**src/rtl/hand_display_pkg.sv**
```systemverilog
// Card codes, segment patterns and the scoring value map shared by the hand_display block.
package hand_display_pkg;

  localparam logic [3:0] CARD_EMPTY = 4'd0;
  localparam logic [3:0] CARD_A     = 4'd1;
  localparam logic [3:0] CARD_T     = 4'd10;
  localparam logic [3:0] CARD_J     = 4'd11;
  localparam logic [3:0] CARD_Q     = 4'd12;
  localparam logic [3:0] CARD_K     = 4'd13;

  // Active-low segments, bit order {g,f,e,d,c,b,a}.
  localparam logic [6:0] SEG_BLANK = 7'b1111111;
  localparam logic [6:0] SEG_0     = 7'b1000000;
  localparam logic [6:0] SEG_A     = 7'b0001000;
  localparam logic [6:0] SEG_2     = 7'b0100100;
  localparam logic [6:0] SEG_3     = 7'b0110000;
  localparam logic [6:0] SEG_4     = 7'b0011001;
  localparam logic [6:0] SEG_5     = 7'b0010010;
  localparam logic [6:0] SEG_6     = 7'b0000010;
  localparam logic [6:0] SEG_7     = 7'b1111000;
  localparam logic [6:0] SEG_8     = 7'b0000000;
  localparam logic [6:0] SEG_9     = 7'b0010000;
  localparam logic [6:0] SEG_J     = 7'b1100001;
  localparam logic [6:0] SEG_Q     = 7'b0011000;
  localparam logic [6:0] SEG_K     = 7'b0001001;

  function automatic logic [3:0] card_value(input logic [3:0] code);
    if ((code >= CARD_A) && (code <= 4'd9)) begin
      return code;
    end
    return 4'd0;
  endfunction

endpackage

```
**src/rtl/hand_display_if.sv**
```systemverilog
// Card load/clear handshake and display/score outputs of one hand_display instance.
interface hand_display_if #(
  parameter int unsigned N_SLOTS = 3
);
  localparam int unsigned CW = $clog2(N_SLOTS + 1);

  logic                   load;
  logic [3:0]             card;
  logic                   clear;
  logic [7*N_SLOTS-1:0]   hex_out;
  logic [3:0]             score;
  logic [CW-1:0]          count;
  logic                   full;
  logic                   err;

  modport master (
    output load, card, clear,
    input  hex_out, score, count, full, err
  );

  modport slave (
    input  load, card, clear,
    output hex_out, score, count, full, err
  );

endinterface

```
**src/rtl/hand_display_card_seg_enc.sv**
```systemverilog
// Combinational card code to active-low 7-segment encoder; invalid codes show blank.
module card_seg_enc
  import hand_display_pkg::*;
(
  input  logic [3:0] i_code,
  output logic [6:0] o_seg
);

  always_comb begin
    o_seg = SEG_BLANK;
    case (i_code)
      CARD_A:  o_seg = SEG_A;
      4'd2:    o_seg = SEG_2;
      4'd3:    o_seg = SEG_3;
      4'd4:    o_seg = SEG_4;
      4'd5:    o_seg = SEG_5;
      4'd6:    o_seg = SEG_6;
      4'd7:    o_seg = SEG_7;
      4'd8:    o_seg = SEG_8;
      4'd9:    o_seg = SEG_9;
      CARD_T:  o_seg = SEG_0;
      CARD_J:  o_seg = SEG_J;
      CARD_Q:  o_seg = SEG_Q;
      CARD_K:  o_seg = SEG_K;
      default: o_seg = SEG_BLANK;
    endcase
  end

endmodule

```
**src/rtl/hand_display.sv**
```systemverilog
// Card-hand slot register, 7-segment driver and pipelined baccarat score.
// Optional newest-card blinking is compiled in with CARD_BLINK_EN.
module hand_display
  import hand_display_pkg::*;
#(
  parameter int unsigned N_SLOTS   = 3,
  parameter int unsigned BLINK_DIV = 4
) (
  input logic           slow_clock,
  input logic           resetb,
  hand_display_if.slave bus
);

  localparam int unsigned CW = $clog2(N_SLOTS + 1);

  if ((N_SLOTS < 1) || (N_SLOTS > 8) || (BLINK_DIV < 2)) begin : g_bad_param
    $error("hand_display: parameter out of range");
  end

  logic [3:0]           r_slot [N_SLOTS];
  logic [CW-1:0]        r_count;
  logic [3:0]           r_score;
  logic [3:0]           r_pend_val;
  logic                 r_pend_vld;
  logic                 r_err;

  logic                 w_full;
  logic                 w_valid;
  logic                 w_accept;
  logic                 w_reject;
  logic [4:0]           w_sum;
  logic [N_SLOTS-1:0]   w_blank;
  logic [7*N_SLOTS-1:0] w_hex;

  assign w_full   = (r_count == CW'(N_SLOTS));
  assign w_valid  = (bus.card >= CARD_A) && (bus.card <= CARD_K);
  assign w_accept = bus.load && !bus.clear && !w_full && w_valid;
  assign w_reject = bus.load && !bus.clear && (w_full || !w_valid);

  always_ff @(posedge slow_clock or negedge resetb) begin
    if (!resetb) begin
      for (int i = 0; i < N_SLOTS; i++) r_slot[i] <= CARD_EMPTY;
      r_count <= '0;
    end else if (bus.clear) begin
      for (int i = 0; i < N_SLOTS; i++) r_slot[i] <= CARD_EMPTY;
      r_count <= '0;
    end else if (w_accept) begin
      for (int i = 0; i < N_SLOTS; i++) begin
        if (r_count == CW'(i)) r_slot[i] <= bus.card;
      end
      r_count <= r_count + CW'(1);
    end
  end

  // Score runs one stage behind the slots; clear drops any pending value.
  always_comb begin
    w_sum = {1'b0, r_score} + {1'b0, r_pend_val};
    if (w_sum >= 5'd10) w_sum = w_sum - 5'd10;
  end

  always_ff @(posedge slow_clock or negedge resetb) begin
    if (!resetb) begin
      r_score    <= 4'd0;
      r_pend_val <= 4'd0;
      r_pend_vld <= 1'b0;
      r_err      <= 1'b0;
    end else if (bus.clear) begin
      r_score    <= 4'd0;
      r_pend_val <= 4'd0;
      r_pend_vld <= 1'b0;
      r_err      <= 1'b0;
    end else begin
      if (r_pend_vld) r_score <= w_sum[3:0];
      r_pend_vld <= w_accept;
      if (w_accept) r_pend_val <= card_value(bus.card);
      r_err <= w_reject;
    end
  end

`ifdef CARD_BLINK_EN
  localparam int unsigned BW = $clog2(BLINK_DIV);

  logic [BW-1:0] r_blink_cnt;
  logic          r_phase;

  always_ff @(posedge slow_clock or negedge resetb) begin
    if (!resetb) begin
      r_blink_cnt <= '0;
      r_phase     <= 1'b1;
    end else if (bus.clear || w_accept) begin
      r_blink_cnt <= '0;
      r_phase     <= 1'b1;
    end else if (r_blink_cnt == BW'(BLINK_DIV - 1)) begin
      r_blink_cnt <= '0;
      r_phase     <= ~r_phase;
    end else begin
      r_blink_cnt <= r_blink_cnt + BW'(1);
    end
  end

  always_comb begin
    w_blank = '0;
    for (int i = 0; i < N_SLOTS; i++) begin
      if (!r_phase && (r_count == CW'(i + 1))) w_blank[i] = 1'b1;
    end
  end
`else
  assign w_blank = '0;
`endif

  for (genvar gi = 0; gi < N_SLOTS; gi++) begin : g_seg
    logic [3:0] w_code;
    assign w_code = w_blank[gi] ? CARD_EMPTY : r_slot[gi];
    card_seg_enc u_enc (
      .i_code (w_code),
      .o_seg  (w_hex[7*gi +: 7])
    );
  end

  assign bus.hex_out = w_hex;
  assign bus.score   = r_score;
  assign bus.count   = r_count;
  assign bus.full    = w_full;
  assign bus.err     = r_err;

endmodule
```
**src/flat_wrapper.sv**
```systemverilog
// flat-port wrapper written by rule: the top's interface ports become plain ports
module hand_display_flat import hand_display_pkg::*;
#(
  parameter int unsigned N_SLOTS   = 3,
  parameter int unsigned BLINK_DIV = 4
)
  (slow_clock, resetb, bus_load, bus_card, bus_clear, bus_hex_out, bus_score, bus_count, bus_full, bus_err);
  hand_display_if #(.N_SLOTS(N_SLOTS)) bus_i ();
  input logic slow_clock;
  input logic resetb;
  input wire logic [$bits(bus_i.load)-1:0] bus_load;
  input wire logic [$bits(bus_i.card)-1:0] bus_card;
  input wire logic [$bits(bus_i.clear)-1:0] bus_clear;
  output wire logic [$bits(bus_i.hex_out)-1:0] bus_hex_out;
  output wire logic [$bits(bus_i.score)-1:0] bus_score;
  output wire logic [$bits(bus_i.count)-1:0] bus_count;
  output wire logic [$bits(bus_i.full)-1:0] bus_full;
  output wire logic [$bits(bus_i.err)-1:0] bus_err;
  assign bus_i.load = bus_load;
  assign bus_i.card = bus_card;
  assign bus_i.clear = bus_clear;
  assign bus_hex_out = bus_i.hex_out;
  assign bus_score = bus_i.score;
  assign bus_count = bus_i.count;
  assign bus_full = bus_i.full;
  assign bus_err = bus_i.err;
  hand_display #(.N_SLOTS(N_SLOTS), .BLINK_DIV(BLINK_DIV)) u_core (.slow_clock(slow_clock), .resetb(resetb), .bus(bus_i));
endmodule
```
**config.mk**
```make
export PLATFORM = sky130hd
export DESIGN_NAME = hand_display_flat
export DESIGN_NICKNAME = d
export VERILOG_FILES = /design/src/rtl/hand_display_pkg.sv /design/src/rtl/hand_display_if.sv /design/src/rtl/hand_display_card_seg_enc.sv /design/src/rtl/hand_display.sv /design/src/flat_wrapper.sv
export SDC_FILE = /design/constraint.sdc
export NUM_CORES = 1
export LEC_CHECK = 0
export CORE_ASPECT_RATIO = 0.5
export CORE_MARGIN = 10
export CORE_UTILIZATION = 40
export CTS_CLUSTER_DIAMETER = 60
export CTS_CLUSTER_SIZE = 28
export DETAILED_ROUTE_END_ITERATION = 12
export HOLD_SLACK_MARGIN = 0.12
export SLEW_MARGIN = 0
export SYNTH_ARGS = -nofsm -noshare
export SYNTH_HDL_FRONTEND = slang
export SYNTH_SLANG_ARGS = --single-unit
```
**constraint.sdc**
```tcl
create_clock -name slow_clock -period 2.9 [get_ports slow_clock]
set_input_delay 0.29 -clock slow_clock [delete_from_list [all_inputs] [get_ports slow_clock]]
set_output_delay 0.29 -clock slow_clock [all_outputs]
set_load 0.01 [all_outputs]
```
**Run 1: close-up of the layout**

The bar under the picture is 5 um long. Region (50, 39) to (70, 59) um. Cells in gray, sequential cells in the stronger gray; small squares are vias.
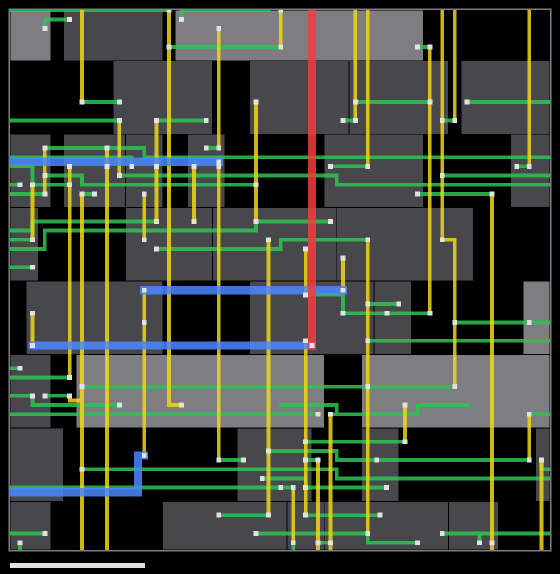
Red stands for metal 4. Blue stands for metal 3. Green stands for metal 1. Yellow stands for metal 2.
Most frequent: clkdlybuf4s50_1 (6), ha_1 (4), dfrtp_1 (3). Netlist names of flops here include `u_core.bus.count` (2), `u_core.r_pend_vld` (1). Sequential cells in the window: 3. 28 logic cells have their middle in the window.

**Run 1: routing congestion map**

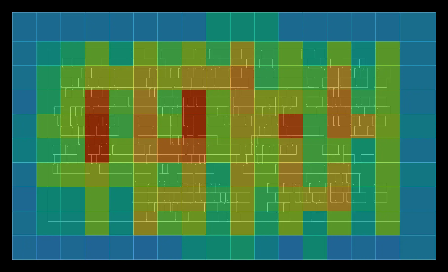
gr usage total: 10.6%
fin util: 50.4%

==> results_dict.tcl, run 1 <==
# yosys + openroad results
set metrics [dict create \
    finalSetupViolCount 0 \
    cts_setup_buffers 0 \
    seq_area_frac_synth_pct 29.6 \
    chipArea_um2 8480 \
    power_clock_mw 0.225 \
    clkbuf_count 4 \
    yosysChipArea_um2 2030 \
    grtUsageMet2_pct 17.6 \
    first_pass_iters 5 \
    synth.cellmix.adderShare_pct 17.7 \
    status "completed" \
    wl_met1_um 2270 \
    route.met3.wl_um 227 \
    n_all_buffers 38 \
    seqPwrFrac_pct 44.1 \
    layout-drive-gt1-share_pct 5.17 \
    worstSetupEndpoint "bus_hex_out[18]" \
    via_count 1768 \
    top_layer "met4" \
    clock_latency_ps 270 \
    fp.dieW_um 121 \
    fin_nets 308 \
    netlist-cell-type-count 40 \
    drv_slew 0 \
    timing.rr.end "u_core.bus.score[2]" \
    clock-skew-final_ps 4.61 \
    ant_nets 0 \
    grt_max_degree 26 \
    met1_usage_pct 13.5 \
    reg2reg_from "u_core.bus.score[0]" \
    async_flop_share_pct 100 \
    power_density_nw_per_um2 339 \
    final-clk-cell-share_pct 2.22 \
    nNonClkInverters 21 \
    synth-simple-area-share_pct 18.5 \
    synth_top_area_share_pct 29.6 \
    ff_count 24 \
]
**Run 1: where the registers sit**

The bar under the picture is 20 um long. Other sequential cells in the stronger gray, the rest of the logic in the fainter gray.
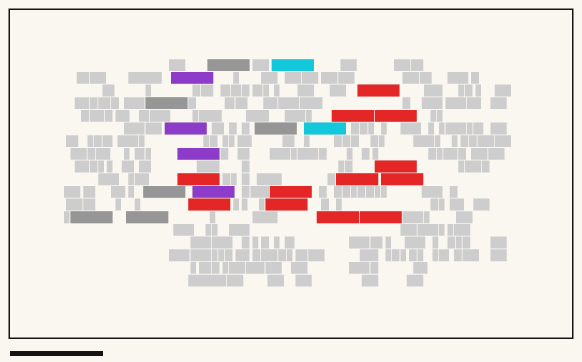
Purple stands for `u_core.r_pend_val`, placed flops 4. Red stands for `u_core.g_seg.w_code`, placed flops 12. Cyan stands for `u_core.bus.count`, placed flops 2.
Another 6 sequential cells are not colored.
Seq area share: 24.3%
Seq. cell area: 601 um2
Power Sequential: 0.369 mW

[run 1: worst register-to-register path: cells and delay by family (launching register included)]
family,cells,cell delay [ps]
AND/OR/NAND/NOR,1,150
XOR/XNOR,1,280
buffers and inverters,1,80
flip-flops,1,400
adder cells (fa/ha/maj),3,950
AND-OR/OR-AND,3,540
[run 1: per-stage QoR]
step           hold slack (ps)  instance area, um2  cells
2_1_floorplan            -5.59                2030    242
3_3_place_gp               504                2420    337
3_5_place_dp               514                2420    337
4_1_cts                    376                2470    341
5_1_grt                    382                2470    341
6_report                   370                2470    341
[run 1: registers in the layout, indices dropped and copies added, names as in the netlist]
signal,cells
u_core.bus.score,4
u_core.bus.count,2
u_core.r_pend_vld,1
u_core.bus.err,1
u_core.r_pend_val,4
u_core.g_seg.w_code,12
==> inputs of run 2 (changes only) <==
--- a/config.mk
+++ b/config.mk
@@ -15,4 +15,5 @@
 export SLEW_MARGIN = 0
 export SYNTH_ARGS = -nofsm -noshare
 export SYNTH_HDL_FRONTEND = slang
+export SYNTH_HIERARCHICAL = 1
 export SYNTH_SLANG_ARGS = --single-unit
**Run 2: gate families picked out**

The bar under the picture is 20 um long.
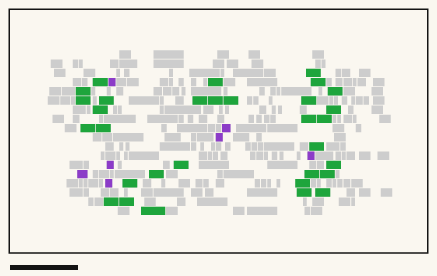
Purple stands for and/or cells, cells 7. Green stands for fa/ha/maj cells, cells 31.
logic share of the area: 52.8%
Commonest Layout Cell: clkdlybuf4s50_1
non-filler instance count after layout: 343

==> run 2 against run 1 <==
Against the previous run: utilization increased by 0.41 points; sequential share of layout area decreased by 0.84 points; critical path depth unchanged; clock power increased by 31%; largest power group unchanged; final area increased by 3.6%; combinational power increased by 15%; cell count increased by 0.59%; die size increased by 4.1%; sequential cell count unchanged; non-clock buffer count unchanged; synthesized area increased by 5.3%.
==> results_dict.tcl, run 2 <==
# yosys + openroad results
set metrics [dict create \
    power_density_nw_per_um2 371 \
    xor_area_share_pct 0.821 \
    cts_setup_buffers 0 \
    r2r_cells 9 \
    chipArea_um2 8830 \
    synth-simple-area-share_pct 20.4 \
    area_growth_pct 20.2 \
    via_count 1756 \
    grtUsageMet2_pct 16.7 \
    clock-skew-final_ps 8.91 \
    hold_path_class "input pin to asynchronous set/reset pin" \
    largest_register_ffs 12 \
    seqPwrFrac_pct 39.6 \
    clock_latency_ps 270 \
    dp.cells 339 \
    busiest_layer "met2" \
    place_ws_ps 444 \
    fin_nets 313 \
    grtUsageTotal_pct 10.4 \
    synth.cellmix.adderShare_pct 18.5 \
    ys_dominant_reg_cell "dfrtp_1" \
    netlist-cell-type-count 43 \
    p_total_mw 0.950 \
    layout-drive-gt1-share_pct 7.33 \
    placed_area_um2 2490 \
    synth_top_area_share_pct 28.2 \
    period_needed_ps 2610 \
    stdcell_area_um2 2560 \
    ant_nets 0 \
    reg2reg_from "u_core/bus.score[0]" \
    yosysChipArea_um2 2130 \
    status "completed" \
    drv_slew 0 \
    grt_max_degree 26 \
    worstSetupEndpoint "bus_hex_out[4]" \
    first_pass_iters 5 \
    whs_ps 369 \
    timing.rr.end "u_core/bus.score[1]" \
]
**Run 2: routing congestion map**

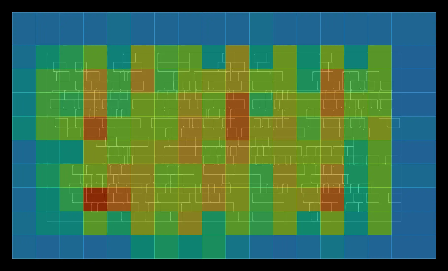
drt wl/cell: 13.6 um
fin util: 50.8%
GRT met1 Usage: 13.8%

==> run 2: layer usage <==
| metal | wire length, um | share of wire [%] | up-vias |
|---|---|---|---|
| li1 | - | - | 906 |
| met4 | 31 | 0.67 | 0 |
| met2 | 2080 | 45 | 32 |
| met3 | 268 | 5.7 | 2 |
| met5 | 0 | 0 | - |
| met1 | 2280 | 49 | 816 |
==> run 2: power by group through the flow <==
stage	logic, mW	registers, mW	clock network, mW
global placement	0.280	0.383	0
floorplan	0.169	0.373	0
global route	0.312	0.382	0.317
CTS	0.286	0.377	0.303
detailed placement	0.283	0.383	0
finish	0.280	0.377	0.294
==> run 2: layout make-up <==
cell class,count,area (um2)
multi-input combinational,188,1350
clock buffer,3,41.3
timing repair buffer,38,375
fill,486,2480
tap,70,87.6
sequential,24,601
inverter,19,75.1
clock inverter,1,30.0
No activity file was given, so power comes from the tool's default toggle rates.
